==> src/rtl/mpshare_arbiter.sv <==
// rtl/mpshare_arbiter.sv - round-robin share of one fixed-latency multiplier among NREQ requesters
// Products are tagged on issue and returned to the issuing requester MPLAT+2 cycles after grant.
module mpshare_arbiter #(
  parameter int NREQ  = 2,
  parameter int MPLAT = 1,
  parameter int CANDW = 24,
  parameter int LIERW = 16,
  parameter int PRODW = 24
) (
  input  logic                  clk,
  input  logic                  rst,
  input  logic [NREQ-1:0]       req_i,
  input  logic [NREQ*CANDW-1:0] mpcand_i,
  input  logic [NREQ*LIERW-1:0] mplier_i,
  output logic [NREQ-1:0]       gnt_o,
  input  logic                  mpready_i,
  output logic [CANDW-1:0]      mpcand_o,
  output logic [LIERW-1:0]      mplier_o,
  input  logic [PRODW-1:0]      mprod_i,
  output logic [PRODW-1:0]      mprod_o,
  output logic [NREQ-1:0]       prod_vld_o,
  output logic                  busy_o
);

  localparam int TAGW = (NREQ > 1) ? $clog2(NREQ) : 1;

  logic [TAGW-1:0]  ptr_q, ptr_d;
  logic [TAGW-1:0]  win;
  logic [TAGW:0]    idx;
  logic [NREQ-1:0]  cand, gnt;
  logic [CANDW-1:0] mpcand_q, mpcand_d;
  logic [LIERW-1:0] mplier_q, mplier_d;
  logic [PRODW-1:0] mprod_q, mprod_d;
  logic [NREQ-1:0]  prod_vld_q, prod_vld_d;
  logic [MPLAT:0]   trk_vld_q;
  logic [TAGW-1:0]  trk_tag_q [MPLAT+1];

  // Scan from the highest offset down so the candidate closest to the pointer is written last and wins.
  always_comb begin
    cand = req_i & {NREQ{mpready_i}};
    gnt  = '0;
    win  = '0;
    idx  = '0;
    for (int i = NREQ - 1; i >= 0; i--) begin
      idx = {1'b0, ptr_q} + (TAGW+1)'(i);
      if (idx >= (TAGW+1)'(NREQ)) idx = idx - (TAGW+1)'(NREQ);
      if (cand[idx[TAGW-1:0]]) begin
        win = idx[TAGW-1:0];
        gnt = NREQ'(1) << idx[TAGW-1:0];
      end
    end
    if (!rst) gnt = '0;
  end

  always_comb begin
    ptr_d    = ptr_q;
    mpcand_d = mpcand_q;
    mplier_d = mplier_q;
    if (|gnt) begin
      ptr_d    = (win == TAGW'(NREQ - 1)) ? '0 : win + TAGW'(1);
      mpcand_d = mpcand_i[win*CANDW +: CANDW];
      mplier_d = mplier_i[win*LIERW +: LIERW];
    end
    mprod_d    = mprod_q;
    prod_vld_d = '0;
    if (trk_vld_q[MPLAT]) begin
      mprod_d    = mprod_i;
      prod_vld_d = NREQ'(1) << trk_tag_q[MPLAT];
    end
  end

  // The tracker never stalls: mpready_i only gates new issues, in-flight slots keep moving.
  always_ff @(posedge clk) begin
    if (!rst) begin
      ptr_q      <= '0;
      mpcand_q   <= '0;
      mplier_q   <= '0;
      mprod_q    <= '0;
      prod_vld_q <= '0;
      trk_vld_q  <= '0;
      for (int s = 0; s <= MPLAT; s++) trk_tag_q[s] <= '0;
    end else begin
      ptr_q        <= ptr_d;
      mpcand_q     <= mpcand_d;
      mplier_q     <= mplier_d;
      mprod_q      <= mprod_d;
      prod_vld_q   <= prod_vld_d;
      trk_vld_q[0] <= |gnt;
      trk_tag_q[0] <= win;
      for (int s = 1; s <= MPLAT; s++) begin
        trk_vld_q[s] <= trk_vld_q[s-1];
        trk_tag_q[s] <= trk_tag_q[s-1];
      end
    end
  end

  assign gnt_o      = gnt;
  assign mpcand_o   = mpcand_q;
  assign mplier_o   = mplier_q;
  assign mprod_o    = mprod_q;
  assign prod_vld_o = prod_vld_q;
  assign busy_o     = |trk_vld_q;

endmodule
==> config.mk <==
export PLATFORM = sky130hd
export DESIGN_NAME = mpshare_arbiter
export DESIGN_NICKNAME = d
export VERILOG_FILES = /design/src/rtl/mpshare_arbiter.sv
export SDC_FILE = /design/constraint.sdc
export NUM_CORES = 1
export LEC_CHECK = 0
export ABC_AREA = 0
export CORE_MARGIN = 8
export CORE_UTILIZATION = 35
export CTS_CLUSTER_DIAMETER = 80
export DETAILED_ROUTE_END_ITERATION = 10
export HOLD_SLACK_MARGIN = 0.02
export PLACE_DENSITY = 0.77
export SETUP_SLACK_MARGIN = 0.4
export SLEW_MARGIN = 20
export SYNTH_ARGS = -nofsm -noshare
export SYNTH_HDL_FRONTEND = slang
export SYNTH_SLANG_ARGS = --single-unit
export TNS_END_PERCENT = 30
==> constraint.sdc <==
create_clock -name clk -period 1.6 [get_ports clk]
set_clock_uncertainty 0.15 [all_clocks]
set_input_delay 0.48 -clock clk [delete_from_list [all_inputs] [get_ports clk]]
set_output_delay 0.48 -clock clk [all_outputs]
set_load 0.1 [all_outputs]
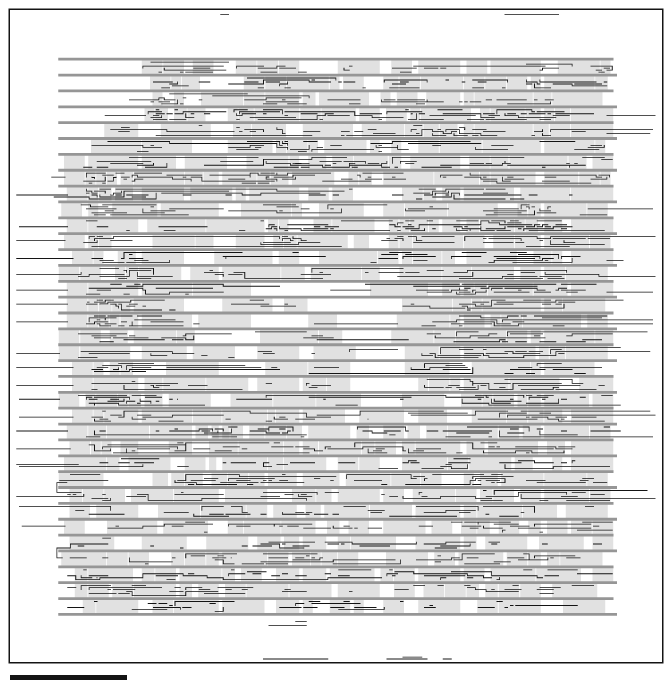
(images/m1.png)
Bar = 20 um. Supply wires on this layer in gray. Cells faint in the background.
wire length on this layer: 5690 um
longest straight run: 42.8 um
nets with wire on the layer: 584
share of all routed wire: 38%
main direction: horizontal
met1 Track Usage GR: 24.0%
vias post-DR: 3549
Routed Wire Length: 14.9 mm

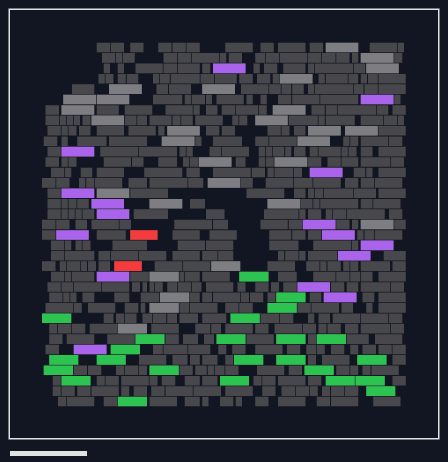
(images/ff_map.png)
Bar = 20 um. Other sequential cells in the stronger gray, the rest of the logic in the fainter gray.
| color | name in the netlist | sequential cells |
|---|---|---|
| green | mprod_o | 24 |
| purple | mplier_o | 16 |
| red | trk_tag_q | 2 |
not colored: 29
fin util: 81.2%
flip-flop and latch area: 0.00161 mm2
P_seq: 0.00195 W

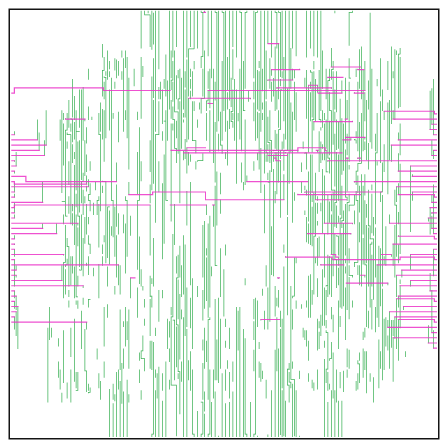
(images/layers.png)
Only two layers are drawn.
| color | layer | wire length |
|---|---|---|
| green | M2 | 7710 um |
| magenta | M3 | 1120 um |
per-cell routed wire length: 22.5 um
GRT Util Overall: 21.8%

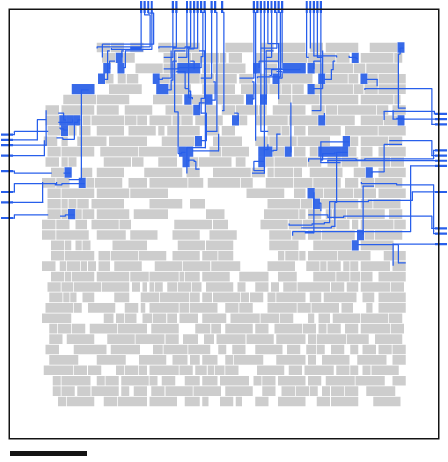
(images/port_trees.png)
Bar = 20 um.
| color | port | bits | direction | edge | end cells | buffers | wire |
|---|---|---|---|---|---|---|---|
| blue | mpcand_i | 48 | input | 29 top, 11 right, 8 left | 48 | 48 | 1540 um |
Buffers on Ports: 177
Boundary Pins: 178

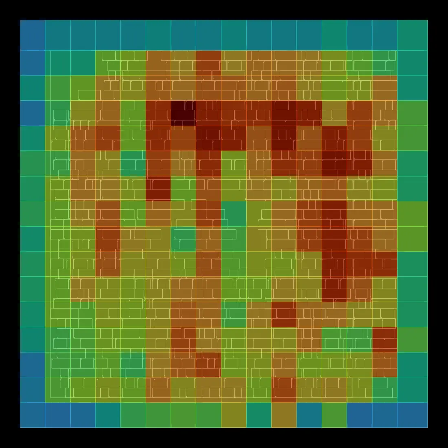
(images/congestion_map.png)
busiest grt layer: met2
GR Util met2: 39.3%
GR Util met3: 6.06%

==> qor.yml <==
cts-root-buf: "clkbuf_8"
ys_types: 26
netSwitchingPower_w: 0.00197
ir_drop_v: 0.000462
lay_top_cells: "104 x clkdlybuf4s50_1, 81 x buf_12, 40 x nand3_1, 40 x dfxtp_4, 38 x o21ai_2"
worstPathArrival_ns: 1.13
max_freq_mhz: 567
grt_pass1_vias: 3818
drv_cap: 0
top_cells_by_area: "dfxtp_1 44%, o21ai_2 11%, a31oi_1 7.8%"
ys_sh_xor_pct: 0
yosysSeqAreaShare_pct: 44.3
path_cells: "nand2b_4 -> and3_4 -> buf_12"
seq_share_pct: 21.8
critPathLaunch: "ptr_q"
ys_ff: 71
drtIter0Drc: 179
cts_sinks: 71
log.warning_count: 29
cp.buffers_inverters: 1
fin_ws_ns: -0.163
lay_top_count: "clkdlybuf4s50_1"
routabilityCongestion: 0.765
hold_violations: 0
syn_area_mm2: 0.00321
slew_violations: 0
syn-instance-count: 335
drive_above_1_share_pct: 54.3
nMultiInputCombCells: 226
edf_count: 0
design_area_mm2: 0.00736
seqPwrFrac_pct: 35.6
yosys_area_mm2: 0.00321
rsz0062_at_grt: "true"
grt_max_degree: 42
dominant_cells: "buffers"
ys_sh_adder_pct: 0
pwr-share-comb_pct: 39.7
holdWs_ns: 0.256
area_growth_pct: 129
antenna_cells: 0
top_area_share_pct: 44.3
post-place-cells: 604
wl_met3_mm: 1.12
wl_met1_mm: 5.69
max_stage_delay_ns: 0.33
cp-end-kind: "output port"
fp_util_pct: 35.4
critPathTopFamily: "flip-flops"
finalSetupViolCount: 3
netlist_top_cells_count: "71 x dfxtp_1, 41 x nand3_1, 41 x o21ai_0"
power.density_mw_per_mm2: 743
top_power_group: "combinational cells"
cts-htree-levels: 3
worstSetupEndpoint: "gnt_o[1]"
drt_pre_antenna_iters: 4
most_common_cell: "dfxtp_1"
route.top_layer_used: "met4"
clock_net_power_w: 0.00135
reg2reg_to: "mpcand_o[5]"
startpoint_type: "flop"
final_nets: 656
place_area_mm2: 0.00590
yosys.area_share.aoi_pct: 25.5
die.size.y_um: 112
comb_share_pct: 26.9
worstMarginPinSlew_ns: 0.423
p_total_w: 0.00547
grt_pass1_wl_mm: 21.6
preCtsSetupSlack_ns: -0.585
numCtsBuffers: 9
slew_headroom_pct: 71.8
clock_latency_ns: 0.33
nWellTaps: 111
critPathSlowestCell: "dfxtp_2"
muxShareOfSynthArea_pct: 7.48
flop-count: 71
nNonClkBuffers: 239
ff_type: "dfxtp_1"
fillerInstances: 494
inverters_excl_clock: 0
std_cell_rows: 35
nClkBuffers: 11
hpwl_mm: 8.33
worstHoldStart: "trk_tag_q[0][1]"
stdcell_count: 663
chipArea_mm2: 0.0125
async_flop_share_pct: 0
synth_warnings: 0
holdBufCountCts: 0
vias_per_cell: 5.35
min_to: "prod_vld_o[0]"
switching_share_pct: 36.1
intPower_w: 0.00349
wl_met2_mm: 7.71
cts.clk_slew.worst_paths_ns: 0.07
tritoncts: "built"
fp_nets: 444
violations: "negative setup slack"
ff2ff_path_depth: 6
cts.repair.resized: 109
p_comb_w: 0.00217
antenna_found_initial: 0
worstSetupPathType: "flop to output port"
required_ns: 0.97
min_path_type: "flop to flop"
remaining_drc_errors: 0
worst-path-stages: 3
status: "finished, violations left"
ys_cells: 335
final-comb-area_mm2: 0.00198
pwr-share-clk_pct: 24.6
setup_tns_ns: -0.422
critPathMaxFanout: 2
Power figures rest on the tool's default switching activity, not on a simulated workload.
